## config.mk

```make
export PLATFORM = sky130hd
export DESIGN_NAME = bm_rd_sched
export DESIGN_NICKNAME = d
export VERILOG_FILES = /design/src/rtl/bm_rd_sched.sv
export SDC_FILE = /design/constraint.sdc
export NUM_CORES = 1
export LEC_CHECK = 0
export ABC_AREA = 1
export CORE_AREA = 4 4 633 635
export CTS_CLUSTER_SIZE = 12
export DETAILED_ROUTE_END_ITERATION = 16
export DIE_AREA = 0 0 637 639
export HOLD_SLACK_MARGIN = 0.02
export MAX_ROUTING_LAYER = met4
export PLACE_DENSITY_LB_ADDON = 0.08
export RECOVER_POWER = 50
export SYNTH_ARGS = -nofsm -noshare
export SYNTH_HDL_FRONTEND = slang
export SYNTH_SLANG_ARGS = --single-unit
```

## constraint.sdc

```tcl
create_clock -name clk -period 3.36 [get_ports clk]
set_input_delay 0.672 -clock clk [delete_from_list [all_inputs] [get_ports clk]]
set_output_delay 0.672 -clock clk [all_outputs]
set_load 0.02 [all_outputs]
```

## src/rtl/bm_rd_sched.sv

```systemverilog
// Buffer-memory read scheduler: round-robin burst arbitration between the conv and fc requesters,
// registered read issue, and an RD_LAT-deep tag pipeline that routes returned data to its owner.
module bm_rd_sched #(
   parameter int unsigned ADDR_WIDTH = 12,
   parameter int unsigned DATA_WIDTH = 512,
   parameter int unsigned LEN_WIDTH  = 12,
   parameter int unsigned RD_LAT     = 4
) (
   input  logic                  clk,
   input  logic                  rst_n,
   input  logic                  req_conv_i,
   input  logic [ADDR_WIDTH-1:0] base_conv_i,
   input  logic [LEN_WIDTH-1:0]  len_conv_i,
   output logic                  ack_conv_o,
   output logic [DATA_WIDTH-1:0] dout_conv_o,
   output logic                  dout_vld_conv_o,
   output logic                  done_conv_o,
   input  logic                  req_fc_i,
   input  logic [ADDR_WIDTH-1:0] base_fc_i,
   input  logic [LEN_WIDTH-1:0]  len_fc_i,
   output logic                  ack_fc_o,
   output logic [DATA_WIDTH-1:0] dout_fc_o,
   output logic                  dout_vld_fc_o,
   output logic                  done_fc_o,
   output logic                  rd_en_o,
   output logic [ADDR_WIDTH-1:0] rd_addr_o,
   input  logic [DATA_WIDTH-1:0] din_i
);

   typedef enum logic {StIdle, StIssue} state_e;

   localparam logic [ADDR_WIDTH-1:0] AddrOne = ADDR_WIDTH'(1);
   localparam logic [LEN_WIDTH-1:0]  LenOne  = LEN_WIDTH'(1);

   state_e                state_q, state_d;
   logic                  rd_en_q, rd_en_d;
   logic [ADDR_WIDTH-1:0] addr_q, addr_d;
   logic [LEN_WIDTH-1:0]  rem_q, rem_d;
   logic                  owner_q, owner_d;       // 1: fc owns the current burst
   logic                  stg_done_q, stg_done_d; // issue stage carries the burst's done marker
   logic                  last_fc_q, last_fc_d;   // 1: fc was granted last

   logic [RD_LAT-1:0]     pipe_vld_q, pipe_done_q, pipe_own_q;
   logic [DATA_WIDTH-1:0] dout_q;
   logic                  vld_conv_q, vld_fc_q, done_conv_q, done_fc_q;

   logic                  gnt_conv, gnt_fc;
   logic [LEN_WIDTH-1:0]  len_sel;

   // With both requesting, fc wins only if conv was granted last.
   assign gnt_fc   = (state_q == StIdle) & req_fc_i & (~req_conv_i | ~last_fc_q);
   assign gnt_conv = (state_q == StIdle) & req_conv_i & ~gnt_fc;
   assign len_sel  = gnt_fc ? len_fc_i : len_conv_i;

   always_comb begin
      state_d    = state_q;
      rd_en_d    = 1'b0;
      addr_d     = addr_q;
      rem_d      = rem_q;
      owner_d    = owner_q;
      stg_done_d = 1'b0;
      last_fc_d  = last_fc_q;
      unique case (state_q)
         StIdle: begin
            if (gnt_conv || gnt_fc) begin
               state_d   = StIssue;
               owner_d   = gnt_fc;
               last_fc_d = gnt_fc;
               addr_d    = gnt_fc ? base_fc_i : base_conv_i;
               if (len_sel != '0) begin
                  rd_en_d    = 1'b1;
                  rem_d      = len_sel - LenOne;
                  stg_done_d = (len_sel == LenOne);
               end else begin
                  // Empty burst: a done-only marker rides the pipeline in place of a read.
                  rem_d      = '0;
                  stg_done_d = 1'b1;
               end
            end
         end
         StIssue: begin
            if (rem_q != '0) begin
               rd_en_d    = 1'b1;
               addr_d     = addr_q + AddrOne;
               rem_d      = rem_q - LenOne;
               stg_done_d = (rem_q == LenOne);
            end else begin
               state_d = StIdle;
            end
         end
         default: state_d = StIdle;
      endcase
   end

   always_ff @(posedge clk or negedge rst_n) begin
      if (!rst_n) begin
         state_q    <= StIdle;
         rd_en_q    <= 1'b0;
         addr_q     <= '0;
         rem_q      <= '0;
         owner_q    <= 1'b0;
         stg_done_q <= 1'b0;
         last_fc_q  <= 1'b1;
      end else begin
         state_q    <= state_d;
         rd_en_q    <= rd_en_d;
         addr_q     <= addr_d;
         rem_q      <= rem_d;
         owner_q    <= owner_d;
         stg_done_q <= stg_done_d;
         last_fc_q  <= last_fc_d;
      end
   end

   always_ff @(posedge clk or negedge rst_n) begin
      if (!rst_n) begin
         pipe_vld_q  <= '0;
         pipe_done_q <= '0;
         pipe_own_q  <= '0;
         dout_q      <= '0;
         vld_conv_q  <= 1'b0;
         vld_fc_q    <= 1'b0;
         done_conv_q <= 1'b0;
         done_fc_q   <= 1'b0;
      end else begin
         pipe_vld_q[0]  <= rd_en_q;
         pipe_done_q[0] <= stg_done_q;
         pipe_own_q[0]  <= owner_q;
         for (int unsigned i = 1; i < RD_LAT; i++) begin
            pipe_vld_q[i]  <= pipe_vld_q[i-1];
            pipe_done_q[i] <= pipe_done_q[i-1];
            pipe_own_q[i]  <= pipe_own_q[i-1];
         end
         dout_q      <= din_i;
         vld_conv_q  <= pipe_vld_q[RD_LAT-1] & ~pipe_own_q[RD_LAT-1];
         vld_fc_q    <= pipe_vld_q[RD_LAT-1] & pipe_own_q[RD_LAT-1];
         done_conv_q <= pipe_done_q[RD_LAT-1] & ~pipe_own_q[RD_LAT-1];
         done_fc_q   <= pipe_done_q[RD_LAT-1] & pipe_own_q[RD_LAT-1];
      end
   end

   // Grants are combinational, so gate them to keep every output low during reset.
   assign ack_conv_o      = gnt_conv & rst_n;
   assign ack_fc_o        = gnt_fc & rst_n;
   assign rd_en_o         = rd_en_q;
   assign rd_addr_o       = addr_q;
   assign dout_conv_o     = dout_q;
   assign dout_fc_o       = dout_q;
   assign dout_vld_conv_o = vld_conv_q;
   assign dout_vld_fc_o   = vld_fc_q;
   assign done_conv_o     = done_conv_q;
   assign done_fc_o       = done_fc_q;

endmodule

```

==> CHANGELOG.md, run 1 <==
### Changed

* Status: complete, but fails checks
* Failing checks: capacitance limit, slew limit
* Final Slew Violations at 280
* Fillers at 45144
* Buffers, non-clock at 1642
* Metal3 WL at 21.94 mm
* Tot GR Track Use at 11.63%
* Yosys stat area at 19570 µm²
* Hold Path Depth at 0
* Residual DRC at 0
* Sequential share of power at 36.0%
* Slowest stage delay, CP at 0.64 ns
* Hold_buf cts at 0
* Post-synth EDFFs at 0
* Yosys simple share at 4.885%
* Final TNS setup at 0 ns
* H-tree depth at 3
* TritonCTS Buffers at 92
* Drt wl/cell at 29.91 µm
* Power Total at 20680 µW
* CP Max Fanout at 2
* Post-detailed-route count of antenna-violating nets at 0
* P&R area growth vs syn at 112.2%
* Global-route wire length before repair at 280.7 mm
* Setup violators final at 0
* Synth Net Count at 1988
* Post-Synthesis Cell Area at 19570 µm²
* Async SR Flop Fraction at 100.0%
* Ant. Diodes at 53
* Period utilisation layout at 90.46%
* Measured slew at the worst slew-check pin at 1.832 ns
* Post-synth top cells: dfrtp_1 (556), buf_4 (513), nand2_1 (92)
* Vias/cell at 1.989
* Synth warn at 0
* IO Count at 1607
* Largest register FFs at 512
* Number of detailed-route iterations in the first pass at 4
* Fraction of area in clock buffers and inverters at 7.006%
* Final non-clock buffer share at 39.29%
* GRT Max-Usage Layer: met2
* Worst Setup SP: dout_conv_o[74]
* Post-synth cell types at 39
* Endpoint, Worst Hold: pipe_own_q[2]
* End of the worst register-to-register path: rem_q[10]
* Setup WS pre-CTS at 0.2781 ns
* Most numerous logic cells after layout: clkdlybuf4s50_1 (1067), dfrtp_1 (556), dlygate4sd3_1 (512)
* Log Warnings at 33
* GR Util met2 at 20.94%
* Gpl congestion at 0.7786
* Hpwl dp at 213.7 mm
* Postcts setup bufs at 0
* TAP cells at 5242
* Pin count of the biggest net entering global routing at 103
* Clk_skew at 0.03275 ns
* Largest cells by area: dfrtp_1 (71%), buf_4 (20%), nand2_1 (1.8%)
* Reg-to-reg slack, setup at 0.93 ns
* Fin. Hold Viols at 0
* Clock slew at reported path FFs at 0.06 ns
* Logic inverters at 51
* Part of the Yosys area used for sequential elements at 71.23%
* RSZ-0062 raised after global routing: false
* Worst Setup Path Type: reg -> out
* Number of cells in the yosys synthesis report at 1419
* FP Core Util at 4.953%
* Critical Path End Type: primary output
* PwrDens at 498.1 nW/µm²
* Met2 WL at 124.0 mm
* Flops after synth at 557
* Crit path DAT at 2.37 ns
* Metal-1 WL at 86.31 mm
* Logic share of the area at 3.552%
* Pint at 14300 µW
* Mean post-synth cell area at 13.79 µm²
* Yosys top cell by area: dfrtp_1
* Hold path start: pipe_own_q[1]
* Vias at 15880
* Final cell count without fillers at 7985
* Hold Path Class: reg -> reg
* Power of the combinational group at 3520 µW
* Number of gates resized after cts at 0
* Combinational share of power at 17.0%
* Reg2Reg Launch Point: rem_q[0]
* Sequential power at 7450 µW
* Total length of routed wires at 238.8 mm
* FF+latch area at 13940 µm²
* Cell type taking the most area: buffers
* Crit path DRT at 2.69 ns
* Most instantiated logic cell after routing: clkdlybuf4s50_1
* Max Root-Sink Buffers at 4
* Port Buffers at 1606
* Pleak at 0.01546 µW
* Critical path, cell by cell: buf_4 -> clkdlybuf4s50_1
* # rows at 231
* Slowest stage cell on the critical path: dfrtp_1
* Sequential share of cell area at 33.57%
* #MultiIn Comb at 284
* CTS root buf: clkbuf_16
* Nets at 3197
* Dominant flop cell: dfrtp_1
* GR Overflow Total at 0
* Critical Path Sink: dout_fc_o[74]
* Top layer in use: met4
* CTS tree: done
* AO/OA Area Share at 1.886%
* Critical Path Start Type: flop
* Buffers & Inverters on Critical Path at 2
* Area share, top type at 71.10%
* DRT iter0 DRCs at 573
* Final core utilization at 10.51%
* Worst setup margin at 0.3205 ns
* Sw power at 6378 µW
* Xor/xnor share at 0.4476%
* Vias in the first global route at 17171
* Finished Cell Area at 41520 µm²
* Instance count on the critical path at 2
* Max-cap violations at 5
* Worst VDD drop at 0.0003263 V
* Gate Area at 1475 µm²
* Placed Area at 38550 µm²
* Crit path time final at 3.039 ns
* Tightest hold margin at 0.3511 ns
* Core area at 395100 µm²
* Worst rel slew slack at -22.14%
* Count leader, synth: dfrtp_1
* Top logic family: buffers and inverters
* Grt met3 use at 4.320%
* Cell count after synthesis at 1419
* Post-synth mux share at 0%
* R2R cell count at 10
run_1/final_clocks.png
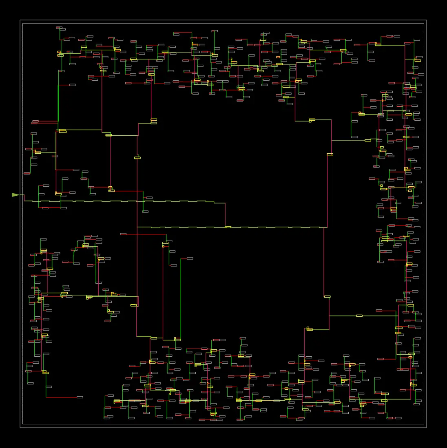
Num Clock Sinks: 557
flip-flops: 557
clock buffer count: 129

run_1/metal_stack.png
The bar under the picture is 200 µm long.
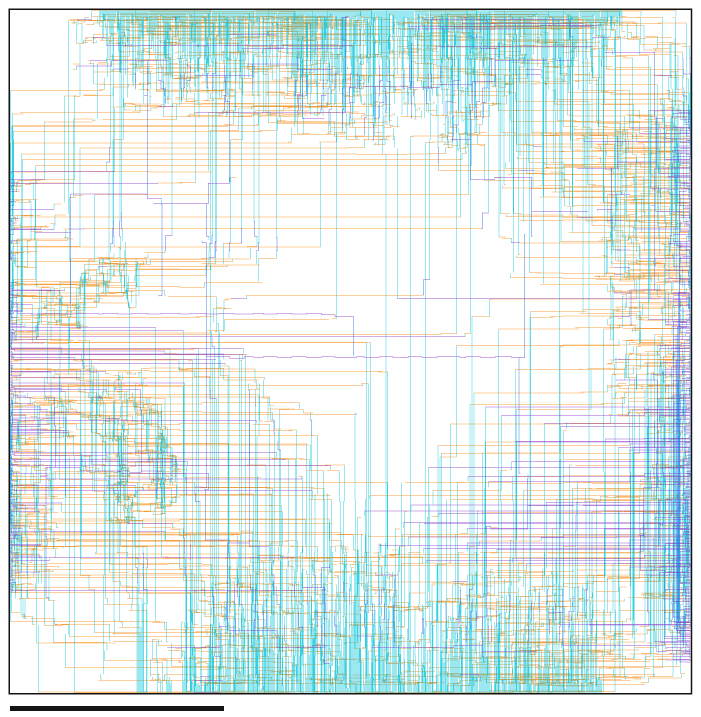
[met4] blue | wire length: 6620 µm
[met1] orange | wire length: 86.3 mm
[met3] purple | wire length: 21.9 mm
[met2] cyan | wire length: 124 mm

run_1/clock_map.png
The bar under the picture is 200 µm long.
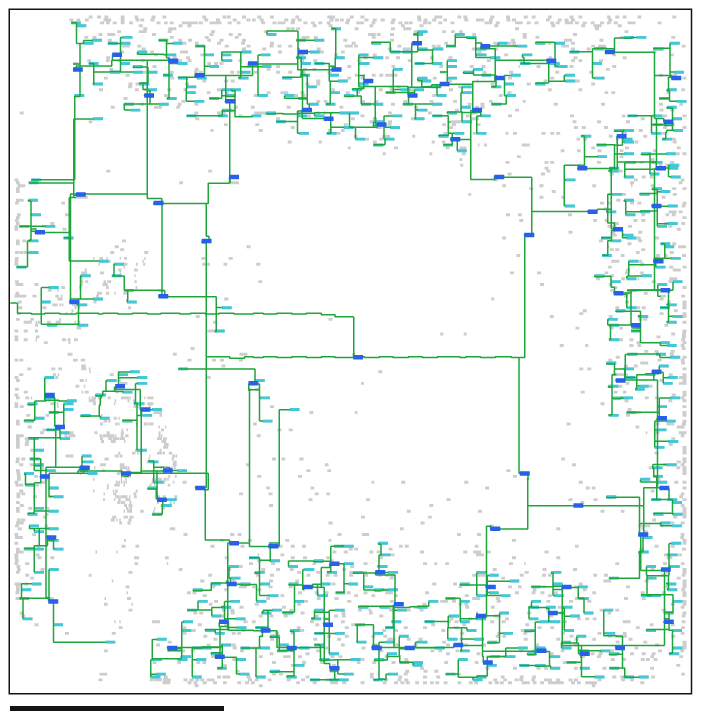
[cells driving clock nets] blue | count: 92
[clock wires] green | length: 15000 µm
[flip-flops] cyan | count: 557
routed clock nets: 93
Clk pwr share: 46.9%
Clock Power: 9710 µW
clk latency late pin: 0.78 ns

## Run 2: what changed since run 1
--- a/config.mk
+++ b/config.mk
@@ -11,7 +11,6 @@
 export DETAILED_ROUTE_END_ITERATION = 16
 export DIE_AREA = 0 0 637 639
 export HOLD_SLACK_MARGIN = 0.02
-export MAX_ROUTING_LAYER = met4
 export PLACE_DENSITY_LB_ADDON = 0.08
 export RECOVER_POWER = 50
 export SYNTH_ARGS = -nofsm -noshare
==> run 2 against run 1 <==
Against the previous run: the run still ends with capacitance limit, slew limit left; total power is essentially flat; non-clock buffer count is the same; clock power is essentially flat; synthesized cell count is the same; die size is the same; critical path type unchanged; sequential cell count is the same; count of clock-buffer cells in the layout is the same; largest power group unchanged; design area shrank 0.13%; routed wire length is essentially flat.
==> CHANGELOG.md, run 2 <==
### Changed

* Sw power at 6394 µW (+0.25%)
* Status: complete, but fails checks
* Cell type taking the most area: buffers
* Flops after synth at 557 (unchanged)
* Clock slew at reported path FFs at 0.06 ns (about the same)
* Endpoint, Worst Hold: pipe_own_q[2]
* Failing checks: capacitance limit, slew limit
* Yosys simple share at 4.885% (unchanged)
* Gpl congestion at 0.7666 (-1.5%)
* Total length of routed wires at 239.0 mm (about the same)
* Vias in the first global route at 17129 (-0.24%)
* GR Overflow Total at 0 (unchanged)
* Largest cells by area: dfrtp_1 (71%), buf_4 (20%), nand2_1 (1.8%)
* Dominant flop cell: dfrtp_1
* Critical Path Sink: dout_fc_o[74]
* Clock Power at 9710 µW (about the same)
* Top logic family: buffers and inverters
* Number of detailed-route iterations in the first pass at 4 (unchanged)
* FP Core Util at 4.953% (unchanged)
* Clock buffer count at 129 (unchanged)
* # rows at 231 (unchanged)
* Vias/cell at 1.998 (+0.45%)
* Logic inverters at 51 (unchanged)
* Final non-clock buffer share at 39.34% (+0.052 points)
* Count leader, synth: dfrtp_1
* Fraction of area in clock buffers and inverters at 7.015% (+0.0093 points)
* Most instantiated logic cell after routing: clkdlybuf4s50_1
* Number of gates resized after cts at 0 (unchanged)
* Critical path, cell by cell: buf_4 -> clkdlybuf4s50_1
* Worst Setup SP: dout_conv_o[74]
* Buffers & Inverters on Critical Path at 2 (unchanged)
* Post-synth EDFFs at 0 (unchanged)
* Final cell count without fillers at 7963 (-0.28%)
* Worst rel slew slack at -21.90% (+0.24 points)
* GRT Max-Usage Layer: met2
* Final Slew Violations at 280 (unchanged)
* AO/OA Area Share at 1.886% (unchanged)
* #MultiIn Comb at 284 (unchanged)
* Fillers at 45145 (+0.0022%)
* Postcts setup bufs at 0 (unchanged)
* Hold path start: pipe_own_q[1]
* CTS root buf: clkbuf_16
* Most numerous logic cells after layout: clkdlybuf4s50_1 (1067), dfrtp_1 (556), dlygate4sd3_1 (512)
* Post-synth cell types at 39 (unchanged)
* Combinational share of power at 17.0% (about the same)
* Instance count on the critical path at 2 (unchanged)
* Max-cap violations at 5 (unchanged)
* Ant. Diodes at 31 (-42%)
* Area share, top type at 71.10% (unchanged)
* Slowest stage delay, CP at 0.65 ns (about the same)
* Crit path DAT at 2.35 ns (-0.02 ns)
* PwrDens at 499.1 nW/µm² (+0.21%)
* Final core utilization at 10.50% (-0.014 points)
* R2R cell count at 10 (unchanged)
* Placed Area at 38550 µm² (unchanged)
* Reg-to-reg slack, setup at 0.94 ns (about the same)
* Pin count of the biggest net entering global routing at 103 (unchanged)
* Cell count after synthesis at 1419 (unchanged)
* Critical Path Start Type: flop
* Yosys stat area at 19570 µm² (unchanged)
* Worst VDD drop at 0.0003293 V (+0.90%)
* Metal3 WL at 21.79 mm (-0.66%)
* DRT iter0 DRCs at 598 (+4.4%)
* Flip-flops at 557 (unchanged)
* CP Max Fanout at 2 (unchanged)
* Post-synth mux share at 0% (unchanged)
* Clk pwr share at 46.9% (about the same)
* Part of the Yosys area used for sequential elements at 71.23% (unchanged)
* Yosys top cell by area: dfrtp_1
run_2/metal_stack.png
The bar under the picture is 200 µm long.
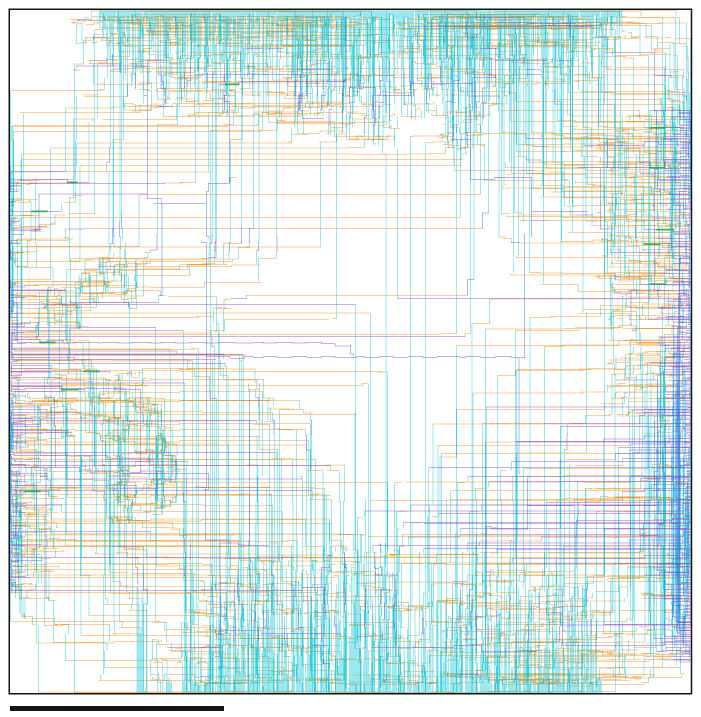
[met5] green | wire length: 158 µm
[met4] blue | wire length: 6820 µm
[met2] cyan | wire length: 124 mm
[met3] purple | wire length: 21.8 mm
[met1] orange | wire length: 86.5 mm

run_2/final_clocks.png
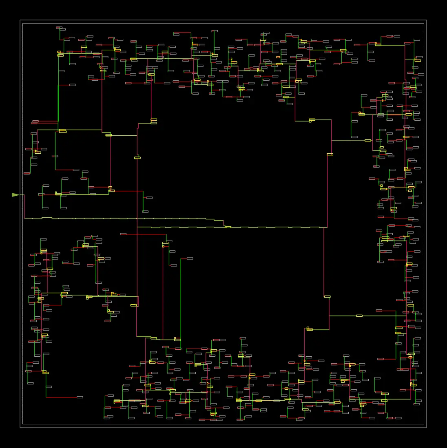
TritonCTS Buffers: 92
clk_skew: 0.03216 ns

## Run 3: what changed since run 2
--- a/config.mk
+++ b/config.mk
@@ -11,7 +11,7 @@
 export DETAILED_ROUTE_END_ITERATION = 16
 export DIE_AREA = 0 0 637 639
 export HOLD_SLACK_MARGIN = 0.02
-export PLACE_DENSITY_LB_ADDON = 0.08
+export PLACE_DENSITY = 0.33
 export RECOVER_POWER = 50
 export SYNTH_ARGS = -nofsm -noshare
 export SYNTH_HDL_FRONTEND = slang
==> run 3 against run 2 <==
Against the previous run: the run still ends with capacitance limit, slew limit left; final cell count is 0.13% lower; global-route usage is 2.4 points higher; synthesized cell count stayed put; critical path type unchanged; utilization is 0.074 points lower; register-to-register slack worse by 0.06 ns; fmax is 0.22% higher; design area is 0.71% lower; routed wire length is 21% higher; sequential cell count stayed put; critical path depth is 3 higher.
==> CHANGELOG.md, run 3 <==
### Changed

* H-tree depth at 3
* Count leader, synth: dfrtp_1
* Yosys stat area at 19570 µm² (unchanged)
* Buffers & Inverters on Critical Path at 3 (+1)
* Setup WS pre-CTS at 0.4102 ns
* Top logic family: buffers and inverters
* Crit path time final at 3.014 ns
* Pint at 14060 µW
* Gate Area at 1475 µm²
* Post-synth EDFFs at 0 (unchanged)
* Buffers, non-clock at 1636
* GRT Max-Usage Layer: met2
* Crit path DRT at 2.69 ns
* Fraction of area in clock buffers and inverters at 6.761% (-0.25 points)
* AO/OA Area Share at 1.886% (unchanged)
* Placed Cells incl. Taps at 7770
* Number of detailed-route iterations in the first pass at 5 (+1)
* Pin count of the biggest net entering global routing at 97 (-5.8%)
* Status: complete, but fails checks
* Pwr top: clock
* Cell type taking the most area: buffers
* Max-cap violations at 3 (-2)
* Metal-1 WL at 98.54 mm
* Nets at 3182
* Hold path start: pipe_own_q[2]
* Combinational share of power at 19.3% (+2.3 points)
* Clk pwr share at 44.9% (-2.0 points)
* Number of cells in the yosys synthesis report at 1419
* Die Height at 639 µm
* R2R cell count at 11 (+1)
* Largest cells by area: dfrtp_1 (71%), buf_4 (20%), nand2_1 (1.8%)
* Residual DRC at 0
* RSZ-0062 raised after global routing: false
* Flip-flops at 557 (unchanged)
* Postcts setup bufs at 0 (unchanged)
* PwrDens at 501.2 nW/µm² (+0.42%)
* CTS root buf: clkbuf_16
* Area share, top type at 71.10% (unchanged)
* Share of layout cells above drive strength 1 at 8.938%
* Worst setup margin at 0.3459 ns
* Cell count after synthesis at 1419 (unchanged)
* Sequential share of power at 35.8%
* Reg-to-reg slack, setup at 0.88 ns (-0.06 ns)
* Total length of routed wires at 289.0 mm (+21%)
* Ant. Diodes at 37 (+19%)
* Critical Path Start Type: flop
* Max frequency at 331.8 MHz
* Synth Net Count at 1988
* Vias at 16364
* Worst Setup SP: state_q
* Clock slew at reported path FFs at 0.06 ns (about the same)
* Crit path DAT at 2.34 ns (about the same)
* Worst VDD drop at 0.0003454 V (+4.9%)
* GR Util met2 at 23.16%
* Met2 WL at 138.8 mm
* Post-Synthesis Cell Area at 19570 µm²
* Gpl congestion at 0.9057 (+18%)
* Fillers at 45078 (-0.15%)
* Port Buffers at 1606
* Sequential share of cell area at 33.85%
* Yosys adder share at 0.3197%
* Xor/xnor share at 0.4476%
* Worst rel slew slack at -17.91% (+4.0 points)
* Part of the Yosys area used for sequential elements at 71.23% (unchanged)
* CP delay by family, top: flip-flops
* CP Max Fanout at 21 (+19)
* Failing checks: capacitance limit, slew limit
* Die width at 637 µm
* IO Count at 1607
* Top layer in use: met5
* Tot GR Track Use at 13.66%
* Endpoint, Worst Hold: pipe_own_q[3]
* Slowest stage delay, CP at 0.61 ns (-0.04 ns)
* Power Total at 20640 µW
* FP Core Util at 4.953% (unchanged)
* Synth warn at 0
* Hold Path Depth at 0
* Post-synth cell types at 39 (unchanged)
* Initial antenna violation count at 185
* Hold_buf cts at 0
* Final cell count without fillers at 7953 (-0.13%)
* # rows at 231 (unchanged)
* Hold Path Class: reg -> reg
* Flops after synth at 557 (unchanged)
* Setup violators final at 0
* Grt met3 use at 9.537%
* Reg2Reg Launch Point: state_q
* Log Warnings at 28
* Most numerous logic cells after layout: clkdlybuf4s50_1 (1029), dfrtp_1 (556), dlygate4sd3_1 (512)
* GR Overflow Total at 0 (unchanged)
* Max Root-Sink Buffers at 4
* Critical path, cell by cell: inv_6 -> nand3_4 -> clkinv_1 -> nor3_1 -> buf_12
* Switching Fraction at 31.86%
* Met1 usage at 13.76%
* Post-synth mux share at 0% (unchanged)
* TritonCTS Buffers at 83 (-9.8%)
* P&R area growth vs syn at 110.4%
* Sw power at 6575 µW (+2.8%)
* Vias in the first global route at 17324 (+1.1%)
* Measured slew at the worst slew-check pin at 1.769 ns
* Final core utilization at 10.42% (-0.074 points)
* Metal3 WL at 44.82 mm (+110%)
* Yosys simple share at 4.885% (unchanged)
* Dominant flop cell: dfrtp_1
* Pleak at 0.01533 µW
* Hpwl dp at 267.1 mm
* Yosys top cell by area: dfrtp_1
* Largest register FFs at 512
* Finished Cell Area at 41180 µm²
* Mean post-synth cell area at 13.79 µm²
* End of the worst register-to-register path: rem_q[10]
* Critical Path Sink: ack_conv_o
* Global-route wire length before repair at 328.6 mm
* #MultiIn Comb at 284 (unchanged)
* Number of gates resized after cts at 0 (unchanged)
* Worst Setup Path Type: reg -> out
* Final non-clock buffer share at 39.17% (-0.17 points)
* Final Slew Violations at 160 (-43%)
* DRT iter0 DRCs at 948 (+59%)
* Drt wl/cell at 36.34 µm
* FF+latch area at 13940 µm²
* Logic inverters at 51 (unchanged)
* Placed Area at 38400 µm² (-0.38%)
* Logic share of the area at 3.583%
* Most instantiated logic cell after routing: clkdlybuf4s50_1
* Instance count on the critical path at 5 (+3)
* Vias/cell at 2.058 (+3.0%)
* Slowest stage cell on the critical path: dfrtp_1
run_3/metal_stack.png
The bar under the picture is 200 µm long.
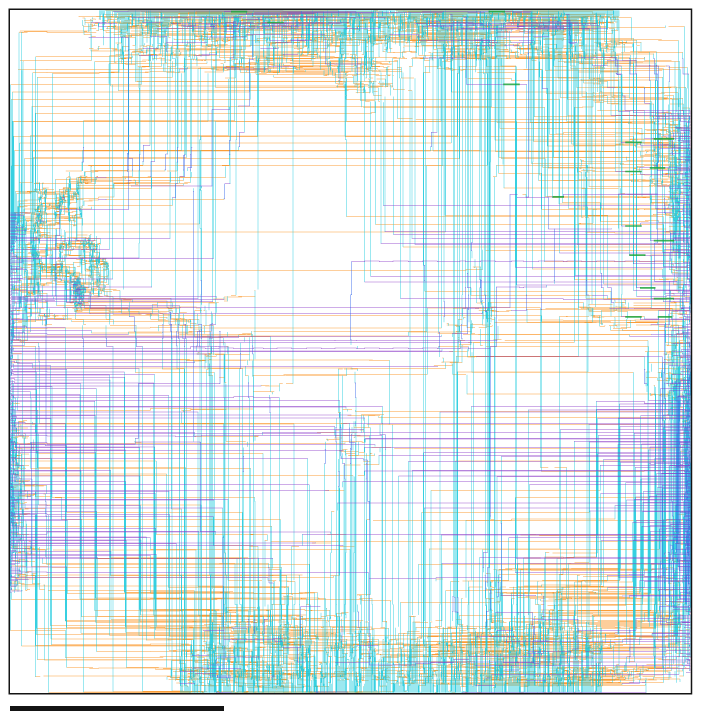
[met5] green | wire length: 224 µm
[met2] cyan | wire length: 139 mm
[met1] orange | wire length: 98.5 mm
[met3] purple | wire length: 44.8 mm
[met4] blue | wire length: 6590 µm

run_3/final_clocks.png
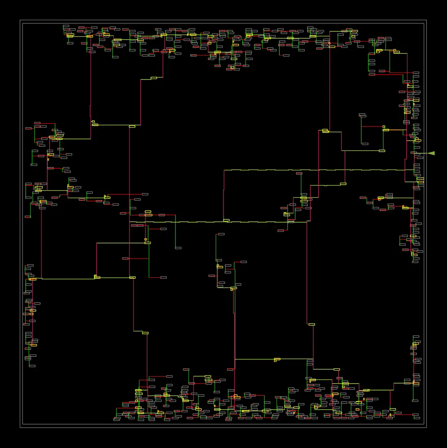
Clock Power: 9270 µW
clk_skew: 0.01444 ns
clk latency late pin: 0.79 ns
clock buffer count: 111


==> screenshots <==
Where the registers sit.
Other sequential cells in the stronger gray, the rest of the logic in the fainter gray.
image #1
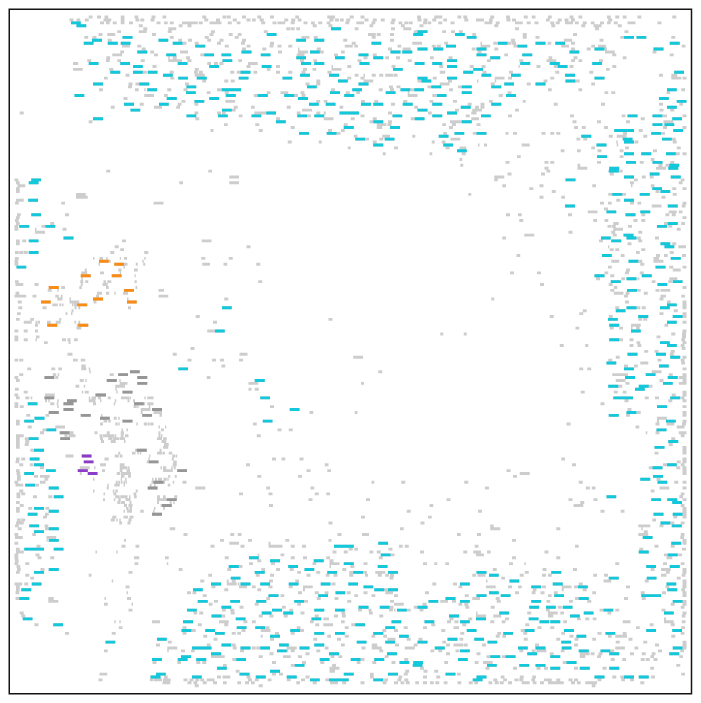
image #2
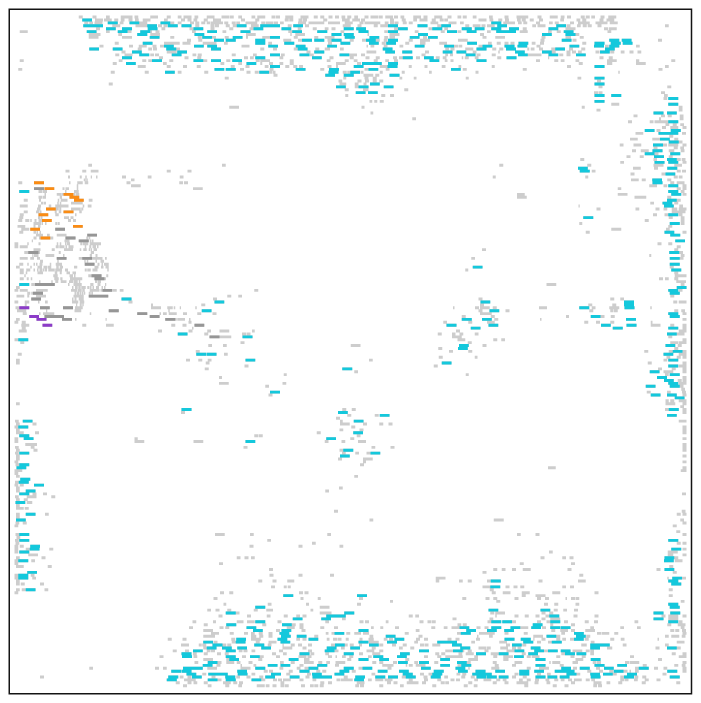
- run 3 = image #2
- run 1 = image #1

Key to image #2:
[`pipe_vld_q`] purple | flops: 4 | where: west
[`rd_addr_o`] orange | flops: 12
[`dout_conv_o`] cyan | flops: 512 | where: widely spread

No activity file was given, so power comes from the tool's default toggle rates.
